`src/rtl/dale_frame_controller.sv`:
```
// Frame-level sequencer for DALE: accumulates the dark channel per frame and decides
// whether the next frame runs with a global atmosphere-light refresh or in local mode.
module dale_frame_controller #(
  parameter int IMG_W          = 640,
  parameter int IMG_H          = 480,
  parameter int REFRESH_FRAMES = 30,
  parameter int SC_THRESH      = 16
) (
  input  logic       clk,
  input  logic       rst,
  input  logic       sof,
  input  logic       pix_valid,
  output logic       in_ready,
  input  logic [7:0] i_dark,
  output logic       dale_en,
  output logic       gbl_capture,
  output logic       scene_change,
  output logic       frame_done,
  output logic       frame_err
);

  localparam int N     = IMG_W * IMG_H;
  localparam int CNT_W = (N > 1) ? $clog2(N) : 1;
  localparam int SUM_W = 8 + $clog2(N);
  localparam int FC_W  = $clog2(REFRESH_FRAMES + 1);

  localparam logic [CNT_W-1:0] LAST_CNT = CNT_W'(N - 1);
  localparam logic [SUM_W-1:0] THRESH   = SUM_W'(SC_THRESH * N);
  localparam logic [FC_W-1:0]  RF_LAST  = FC_W'(REFRESH_FRAMES - 1);

  typedef enum logic [1:0] {IDLE = 2'd0, RUN = 2'd1, EVAL = 2'd2, UPDATE = 2'd3} state_t;

  state_t           state_r, next_state_s;
  logic [CNT_W-1:0] pix_cnt_r;
  logic [SUM_W-1:0] sum_r, prev_sum_r, diff_s;
  logic [FC_W-1:0]  frame_ctr_r;
  logic             first_frame_r, req_r, sc_r;
  logic             in_ready_r, dale_en_r, gbl_capture_r, scene_change_r, frame_done_r, frame_err_r;
  logic             accept_s, start_s, add_s, err_s, sc_s, rf_s;

  assign accept_s = pix_valid & in_ready_r;
  assign diff_s   = (sum_r >= prev_sum_r) ? (sum_r - prev_sum_r) : (prev_sum_r - sum_r);
  assign sc_s     = (diff_s > THRESH);
  assign rf_s     = (frame_ctr_r == RF_LAST);

  // Next-state decode and per-pixel datapath controls
  always_comb begin
    next_state_s = state_r;
    start_s      = 1'b0;
    add_s        = 1'b0;
    err_s        = 1'b0;
    case (state_r)
      IDLE: begin
        if (accept_s && sof) begin
          start_s      = 1'b1;
          next_state_s = (N == 1) ? EVAL : RUN;
        end else begin
          next_state_s = IDLE;
        end
      end
      RUN: begin
        if (accept_s && sof) begin
          // restart: the partial frame is dropped without a decision
          start_s      = 1'b1;
          err_s        = 1'b1;
          next_state_s = (N == 1) ? EVAL : RUN;
        end else if (accept_s) begin
          add_s        = 1'b1;
          next_state_s = (pix_cnt_r == LAST_CNT) ? EVAL : RUN;
        end else begin
          next_state_s = RUN;
        end
      end
      EVAL:    next_state_s = UPDATE;
      UPDATE:  next_state_s = IDLE;
      default: next_state_s = IDLE;
    endcase
  end

  // State, accumulators and registered outputs
  always_ff @(posedge clk) begin
    if (rst) begin
      state_r        <= IDLE;
      pix_cnt_r      <= '0;
      sum_r          <= '0;
      prev_sum_r     <= '0;
      frame_ctr_r    <= '0;
      first_frame_r  <= 1'b1;
      req_r          <= 1'b0;
      sc_r           <= 1'b0;
      in_ready_r     <= 1'b1;
      dale_en_r      <= 1'b1;
      gbl_capture_r  <= 1'b0;
      scene_change_r <= 1'b0;
      frame_done_r   <= 1'b0;
      frame_err_r    <= 1'b0;
    end else begin
      state_r       <= next_state_s;
      in_ready_r    <= (next_state_s == IDLE) || (next_state_s == RUN);
      frame_err_r   <= err_s;
      gbl_capture_r <= 1'b0;
      frame_done_r  <= 1'b0;
      if (start_s) begin
        pix_cnt_r <= CNT_W'(1);
        sum_r     <= SUM_W'(i_dark);
      end else if (add_s) begin
        pix_cnt_r <= pix_cnt_r + CNT_W'(1);
        sum_r     <= sum_r + SUM_W'(i_dark);
      end
      if (state_r == EVAL) begin
        req_r <= first_frame_r | sc_s | rf_s;
        sc_r  <= sc_s;
      end
      if (state_r == UPDATE) begin
        dale_en_r      <= req_r;
        gbl_capture_r  <= req_r;
        frame_done_r   <= 1'b1;
        scene_change_r <= sc_r & ~first_frame_r;
        prev_sum_r     <= sum_r;
        frame_ctr_r    <= req_r ? '0 : (frame_ctr_r + FC_W'(1));
        first_frame_r  <= 1'b0;
      end
    end
  end

  assign in_ready     = in_ready_r;
  assign dale_en      = dale_en_r;
  assign gbl_capture  = gbl_capture_r;
  assign scene_change = scene_change_r;
  assign frame_done   = frame_done_r;
  assign frame_err    = frame_err_r;

endmodule

```
`config.mk`:
```
export PLATFORM = sky130hd
export DESIGN_NAME = dale_frame_controller
export DESIGN_NICKNAME = d
export VERILOG_FILES = /design/src/rtl/dale_frame_controller.sv
export SDC_FILE = /design/constraint.sdc
export NUM_CORES = 1
export LEC_CHECK = 0
export CAP_MARGIN = 20
export CELL_PAD_IN_SITES_DETAIL_PLACEMENT = 0
export CELL_PAD_IN_SITES_GLOBAL_PLACEMENT = 2
export CORE_MARGIN = 8
export CORE_UTILIZATION = 30
export DETAILED_ROUTE_END_ITERATION = 8
export GPL_ROUTABILITY_DRIVEN = 1
export HOLD_SLACK_MARGIN = 0.05
export PLACE_DENSITY = 0.64
export RECOVER_POWER = 50
export SYNTH_ARGS = -nofsm -noshare
export SYNTH_HDL_FRONTEND = slang
export SYNTH_SLANG_ARGS = --single-unit
export TNS_END_PERCENT = 20
```
`constraint.sdc`:
```
create_clock -name clk -period 4.1 [get_ports clk]
set_input_delay 1.025 -clock clk [delete_from_list [all_inputs] [get_ports clk]]
set_output_delay 1.025 -clock clk [all_outputs]
set_load 0.02 [all_outputs]
```
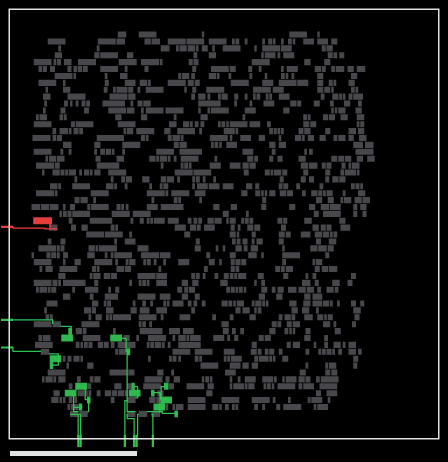
Figure 1: run 1, I/O nets highlighted.
Scale bar: 50 um.
color	port	direction	end cells	wire
green	i_dark	input	17	223 um
red	frame_err	output	1	21.2 um

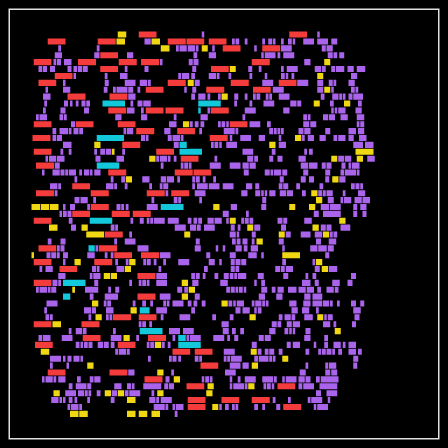
Figure 2: run 1, placement by cell class.
color	class	cells	share of their area
yellow	other buffers and delay cells	87	9.2%
red	flip-flops	89	23%
cyan	clock drivers and dummy loads	16	3.9%
purple	all other logic	802	64%

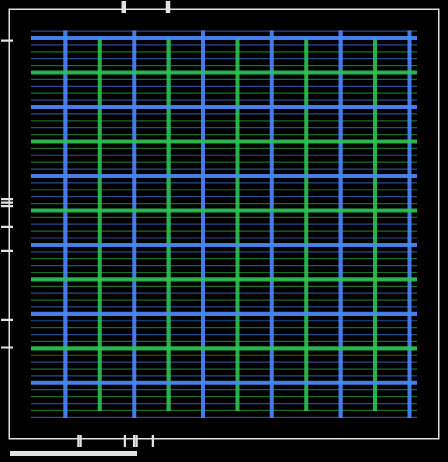
Figure 3: run 1, supply network.
Scale bar: 50 um. Pins as bars on the die edge.
color	net
blue	VSS
green	VDD
signal pins	18
met1 rails	57
rows	56
met5 straps	11
met4 straps	11

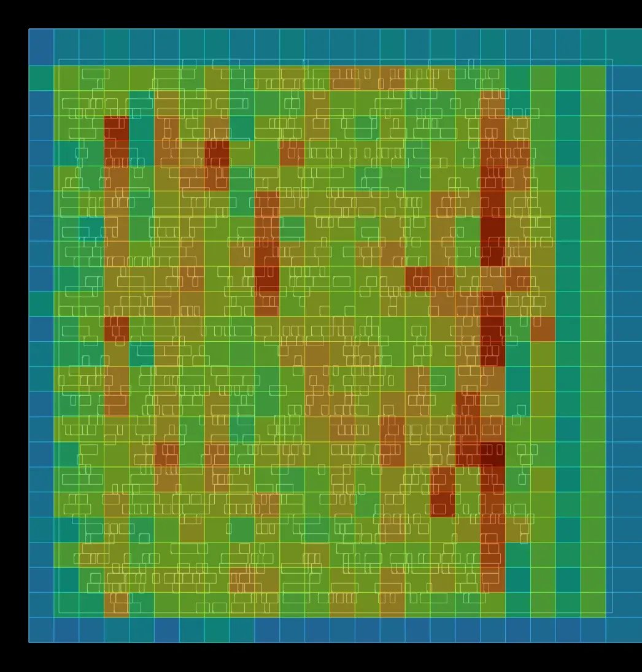
Figure 4: run 1, routing congestion map.
routing usage on met2: 0.229
GRT busiest layer: met2
share of the core filled with cells in the final layout: 0.354
global routing usage on met1: 0.222
detail-routed net length per standard cell: 16.1 um

[run 1: sequential cells by signal (all words and copies together) (netlist names), named ones only]
register       flops
gbl_capture        1
dale_en            1
req_r              1
sc_r               1
frame_err          1
frame_done         1
sum_r             27
scene_change       1
in_ready           1
state_r            1
frame_ctr_r        5
pix_cnt_r         19
prev_sum_r        27
first_frame_r      1
[run 1: critical path, cell delays in order, from the launching register on]
cell and delay [ns]:
sky130_fd_sc_hd__dfxtp_1 0.37, sky130_fd_sc_hd__inv_1 0.12, sky130_fd_sc_hd__ha_1 0.47, sky130_fd_sc_hd__nand4_2 0.18
sky130_fd_sc_hd__or4_4 0.57, sky130_fd_sc_hd__a2bb2oi_1 0.20, sky130_fd_sc_hd__and3b_4 0.25, sky130_fd_sc_hd__nand2_4 0.20
sky130_fd_sc_hd__mux2i_1 0.27, sky130_fd_sc_hd__nand3_1 0.12, sky130_fd_sc_hd__a211o_1 0.30, sky130_fd_sc_hd__nor4_1 0.20
sky130_fd_sc_hd__a21boi_2 0.31, sky130_fd_sc_hd__a211oi_1 0.11
[run 1: cell usage in the layout, fill, tap and decap left out, types with 34 or more instances in the layout]
cell type and count:
sky130_fd_sc_hd__a21oi_1 96, sky130_fd_sc_hd__buf_4 65, sky130_fd_sc_hd__dfxtp_1 89, sky130_fd_sc_hd__ha_1 64
sky130_fd_sc_hd__inv_1 76, sky130_fd_sc_hd__nand2_1 112, sky130_fd_sc_hd__nand3_1 34, sky130_fd_sc_hd__nor2_1 80
sky130_fd_sc_hd__o21ai_0 43, sky130_fd_sc_hd__xnor2_1 37
[run 1: final cells by class]
class	count	area share
inverters	76	0.0348
repair buffers	87	0.0876
well taps	319	0.0486
flip-flops and latches	89	0.217
clock inverters	6	0.00914
clock buffers	10	0.0279
multi-input cells	726	0.575
==> summary.txt, run 1 <==
Results of the flow run.

The flow ran to the end, but the final reports show violations. The checks that failed: max-capacitance violations, max-slew violations. Per the synthesis report, the AND-OR/OR-AND share of the synthesized area is 0.243. By count the netlist is led by sky130_fd_sc_hd__nand2_1 (112), sky130_fd_sc_hd__a21oi_1 (96), sky130_fd_sc_hd__dfxtp_1 (89). Per the gpl log, the routability congestion estimate is 0.838. The final number of max-transition violations stands at 34. Signal routing reaches up to met4. The arrival time reported for the critical path endpoint stands at 4.05 ns. The ratio of cells with drive above 1 in the final layout stands at 0.109. The post-CTS hold buffer count recorded in the log is 0. The final HPWL from detailed placement stands at 17000 um.

The met2 wire length stands at 9040 um. The clock tree synthesis step divided the H-tree into 3 levels. The required time at the worst endpoint is listed as 4.32 ns. The vertical extent of the die stands at 169 um. The total congestion overflow stands at 0. The tally of max-capacitance violations stands at 1. The adder-cell share of the synthesized area stands at 0.123. TritonCTS built the clock tree.

Once the clock tree was built, the setup fixing pass inserted 0 buffers. The logic area stands at 0.00472 mm2. The chip occupies 0.0285 mm2. The gate count of the mapped netlist stands at 939. The number of clock sinks stands at 89.

The net count after synthesis stands at 1018. Among the non-sequential cells, AND-OR/OR-AND gates take the most area. Each instance of the synthesized netlist takes up on average 7.46 um2. The finished cells cover 0.00821 mm2. The clock group total power stands at 854 uW. The number of buffers added on ports stands at 17. According to the floorplan report, the die width is 169 um. The count of boundary I/O pins stands at 18.

The number of rows created at floorplan stands at 56. The setup total negative slack stands at 0 ns. The number of antenna violations at the first check in global routing is 0. Looking at the reg2reg group, the worst path starts from sum_r[12]. The type recorded for the worst min-delay path is reg2reg.

The flow reports an fmax of 0.261 GHz. The final worst slack stands at 0.273 ns. The initial detailed-routing violation count stands at 367. Prior to clock tree synthesis, the placed netlist has a worst setup slack of -0.504 ns. Per the synthesis report, the number of distinct cell types is 71.
==> inputs of run 2 (changes only) <==
--- a/config.mk
+++ b/config.mk
@@ -9,11 +9,11 @@
 export CELL_PAD_IN_SITES_DETAIL_PLACEMENT = 0
 export CELL_PAD_IN_SITES_GLOBAL_PLACEMENT = 2
 export CORE_MARGIN = 8
-export CORE_UTILIZATION = 30
+export CORE_UTILIZATION = 37
 export DETAILED_ROUTE_END_ITERATION = 8
 export GPL_ROUTABILITY_DRIVEN = 1
 export HOLD_SLACK_MARGIN = 0.05
-export PLACE_DENSITY = 0.64
+export PLACE_DENSITY = 0.77
 export RECOVER_POWER = 50
 export SYNTH_ARGS = -nofsm -noshare
 export SYNTH_HDL_FRONTEND = slang
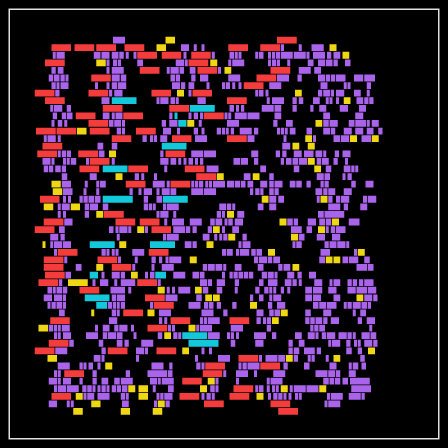
Figure 5: run 2, placement by cell class.
color	class	cells	share of their area
purple	all other logic	802	64%
yellow	other buffers and delay cells	84	8.7%
red	flip-flops	89	23%
cyan	clock drivers and dummy loads	16	4.2%

==> run 2 against run 1 <==
The flow still finishes with violations (max-capacitance violations, max-slew violations). Utilization rose by 7.9 points. Via count rose by 2.7%. Cell count fell by 6.7%. Sequential share of layout area rose by 0.35 points. Clock skew barely moved. Fmax fell by 1.9%. Critical path depth rose by 1. Critical path type unchanged. Critical endpoint unchanged.
==> summary.txt, run 2 <==
Results of the flow run.

The run finished, with violations left. The checks that failed: max-capacitance violations, max-slew violations. The clock group total power was 915 uW (+7.1%).

The final number of max-transition violations came to 30 (-12%). The count of distinct cell types in the synthesized netlist stands at 71 (unchanged). TritonCTS built the clock tree. The register share of the cell area was 0.221 (+0.00346). The highest cell delay on the worst timing path is 0.63 ns (+0.06 ns). The net count after synthesis is 1018 (unchanged). The number of levels the H-tree was split into was 3 (unchanged). The arrival time reported for the critical path endpoint is 4.12 ns (+0.07 ns). The count of boundary I/O pins is 18 (unchanged). The number of buffers added on ports stands at 17 (unchanged). The gate count of the mapped netlist stands at 939 (unchanged). In this run the worst hold path is classified as reg2reg.

The vertical extent of the die came to 154 um (-9.0%). The critical path's slowest stage uses the library cell sky130_fd_sc_hd__a311oi_1. The core utilization of the finished layout is 0.433 (+0.0795). The chip width came to 154 um (-9.0%). The number of buffers added for setup after CTS was 0 (unchanged). The number of non-clock inverters in the layout stands at 76 (unchanged).

The number of antenna violations at the first check in global routing stands at 0 (unchanged). The met2 wire length stands at 8920 um (-1.3%). The tally of max-capacitance violations was 1 (unchanged). The multi-input logic cell count is 726 (unchanged). Routed signal wires occupy layers up through met4. The ratio of cells with drive above 1 in the final layout came to 0.106 (-0.00270).

The sequential cell count stands at 89 (unchanged). Looking at the area split, the leading class of cells is combinational gates. The worst setup slack before clock tree synthesis stands at -0.482 ns (+0.0220 ns). The placer congestion estimate stands at 0.888 (+6.0%). The number of clock-tree buffers in the layout was 10 (unchanged).

Counting only logic cells after layout, the most numerous master is sky130_fd_sc_hd__nand2_1. For reference, the top cells by count after synthesis are sky130_fd_sc_hd__nand2_1 (112), sky130_fd_sc_hd__a21oi_1 (96), sky130_fd_sc_hd__dfxtp_1 (89). Looking at the reg2reg group, the worst path starts from sum_r[3].
## run 2: cell counts after synthesis
Identical to the previous run, type by type.
## run 2: cell families (layout without fill, tap and decap cells)
| logic type | after synthesis | in the layout | synth area share |
|---|---|---|---|
| simple gates | 329 | 329 | 0.225 |
| mux | 11 | 11 | 0.0161 |
| xor+xnor | 51 | 51 | 0.0638 |
| fa+ha+maj | 67 | 67 | 0.123 |
| compound gates | 268 | 268 | 0.243 |
| flops | 89 | 89 | 0.254 |
| buf+inv | 124 | 176 | 0.0741 |
## run 2: critical path: cells and delay by family, from the launching register on
kind / cells / cell delay, ns
flip-flops: 1 / 0.40
AND/OR/NAND/NOR: 2 / 0.54
adder cells (fa/ha/maj): 1 / 0.35
AND-OR/OR-AND: 9 / 2.24
buffers and inverters: 2 / 0.25
## run 2: how the worst min path moves through the flow
stage | start | end | slack (ns) | depth (start not counted)
after floorplan | prev_sum_r[26] | prev_sum_r[26] | 0.44 | 2
after global placement | dale_en | dale_en | 0.43 | 1
after detailed placement | dale_en | dale_en | 0.45 | 1
after CTS | dale_en | dale_en | 0.46 | 1
after global routing | dale_en | dale_en | 0.48 | 1
final | dale_en | dale_en | 0.45 | 1
## run 2: metrics by stage
step | cells | power [uW] | hold slack, ns | instance area (um2) | setup TNS [ns]
3_5_place_dp | 1209 | 1550 | 0.448 | 7740 | -2.54
2_1_floorplan | 939 | 1360 | 0.436 | 7010 | 0
6_report | 1225 | 2460 | 0.454 | 8080 | 0
4_1_cts | 1225 | 2480 | 0.465 | 8080 | 0
5_1_grt | 1225 | 2580 | 0.483 | 8080 | 0
3_3_place_gp | 1209 | 1550 | 0.434 | 7740 | -2.30
==> inputs of run 3 (changes only) <==
==> constraint.sdc (replaced) <==
create_clock -name clk -period 4.2 [get_ports clk]
set_input_delay 1.05 -clock clk [delete_from_list [all_inputs] [get_ports clk]]
set_output_delay 1.05 -clock clk [all_outputs]
set_load 0.02 [all_outputs]
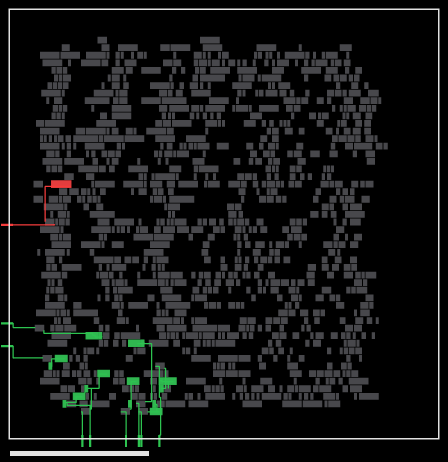
Figure 6: run 3, I/O nets highlighted.
Scale bar: 50 um.
color	port	direction	end cells	wire
red	frame_err	output	1	37.4 um
green	i_dark	input	17	241 um

==> run 3 against run 2 <==
The flow now finishes without violations. Total power down 8.8%. Critical path depth up 2. Combinational power down 3.8%. Largest cell class unchanged. Critical endpoint is now sum_r[22]. Worst setup slack better by 0.029 ns. Utilization down 0.56 points. Register-to-register slack better by 0.13 ns.
==> summary.txt, run 3 <==
Results of the flow run.

The worst setup slack before clock tree synthesis is -0.441 ns (+0.0406 ns). The vertical extent of the die stands at 154 um (unchanged). The compound-gate portion of the synthesized area is 0.243 (unchanged). The cell area after placement was 0.00769 mm2 (-0.65%). The number of levels the H-tree was split into was 3 (unchanged).

Signal routing reaches up to met4. The final count of negative-setup-slack endpoints stands at 0. The number of antenna violations at the first check in global routing is 0 (unchanged). The clock group total power stands at 745 uW (-19%). The detailed router put a total of 10600 um of wire on met1. The tally of max-capacitance violations came to 0 (-1). The number of antenna diodes in the final layout is 0.

The placer congestion estimate stands at 0.878 (-1.2%). The adder-cell share of the synthesized area came to 0.123 (unchanged). The net count after synthesis stands at 1018 (unchanged). The run finished with clean final reports. The simple-gate area share of the yosys netlist came to 0.225 (unchanged). The gate count of the mapped netlist stands at 939 (unchanged). For the worst setup path, the data required time is 4.43 ns. The placeable core region stands at 0.0186 mm2.

For this block, the routed nets add up to 20600 um of wire. The number of buffers added on ports came to 17 (unchanged). The xor-xnor portion of the synthesized cell area stands at 0.0638 (unchanged). Among the non-sequential cells, AND-OR/OR-AND gates take the most area.

The power after layout was 2240 uW (-8.8%). The pin count of the biggest net entering global routing stands at 38. The count of non-filler cells in the finished layout stands at 1220 (-0.41%). The count of distinct cell types in the synthesized netlist came to 71 (unchanged).

The count of boundary I/O pins stands at 18 (unchanged). The chip width came to 154 um (unchanged). The portion of netlist area occupied by mux cells was 0.0161 (unchanged). The final non-filler cell area is 0.00798 mm2 (-1.3%). Counting instances in the post-synthesis netlist gives the leading cell types as sky130_fd_sc_hd__nand2_1 (112), sky130_fd_sc_hd__a21oi_1 (96), sky130_fd_sc_hd__dfxtp_1 (89). The CTS buffer count stands at 9.

The final HPWL from detailed placement stands at 16500 um. The final number of max-transition violations stands at 0 (-100%). The met2 wire length stands at 8880 um (-0.45%). The instance count after placement with tap cells included is 1204 (-0.41%). The core utilization of the finished layout came to 0.428 (-0.00557). TritonCTS built the clock tree.
run 3: cell counts after synthesis:
Identical to the previous run, type by type.
run 3: final timing paths:
check,endpoint,cells past startpoint,slack (ns),from
setup / recovery,sum_r[22],16,0.23,i_dark[0]
hold / removal,dale_en,1,0.45,dale_en
setup reg to reg,req_r,14,0.33,sum_r[8]
hold reg to reg,dale_en,1,0.45,dale_en
run 3: timing repair:
item | CTS | global route
gates resized | 2 | 5
endpoints found under the hold margin | 0 | 0
setup endpoints to repair | 4 | 6
setup buffers | 0 | 0
pin swaps | 1 | 1
hold buffers | 0 | 0
run 3: final cells by class:
class | count | share of cell area
Multi-Input combinational cell | 726 | 0.592
Sequential cell | 89 | 0.223
Timing Repair Buffer | 79 | 0.0784
Tap cell | 234 | 0.0367
Inverter | 76 | 0.0358
Clock buffer | 10 | 0.0287
Clock inverter | 6 | 0.00533
run 3: worst max-delay path, stage by stage:
cell and delay [ns]:
sky130_fd_sc_hd__clkdlybuf4s50_1 0.48, sky130_fd_sc_hd__ha_1 0.18, sky130_fd_sc_hd__inv_1 0.06, sky130_fd_sc_hd__fa_1 0.38
sky130_fd_sc_hd__nor2b_1 0.15, sky130_fd_sc_hd__o21ai_0 0.13, sky130_fd_sc_hd__a21boi_1 0.20, sky130_fd_sc_hd__o21ai_0 0.13
sky130_fd_sc_hd__a21boi_1 0.22, sky130_fd_sc_hd__o21ai_1 0.14, sky130_fd_sc_hd__a2111oi_2 0.39, sky130_fd_sc_hd__buf_4 0.19
sky130_fd_sc_hd__and2_2 0.20, sky130_fd_sc_hd__nand3_1 0.11, sky130_fd_sc_hd__xnor2_1 0.15, sky130_fd_sc_hd__nor2_1 0.05

==> layout pictures side by side <==
Local utilization.
Plate I
Scale bar: 50 um. The die is cut into 15 by 15 equal tiles; black is low, pale yellow is high, 0 to 100% covered.
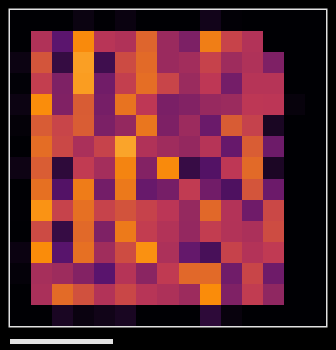
Plate II
Scale bar: 50 um. The die is cut into 17 by 17 equal tiles; black is low, pale yellow is high, 0 to 100% covered.
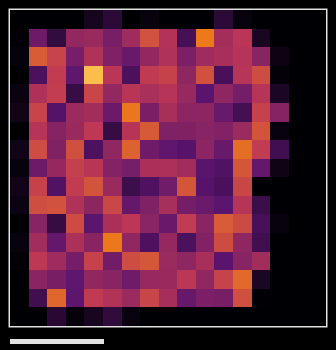
Plate II comes from run 1.
Plate I comes from run 2.

Power figures rest on the tool's default switching activity, not on a simulated workload.
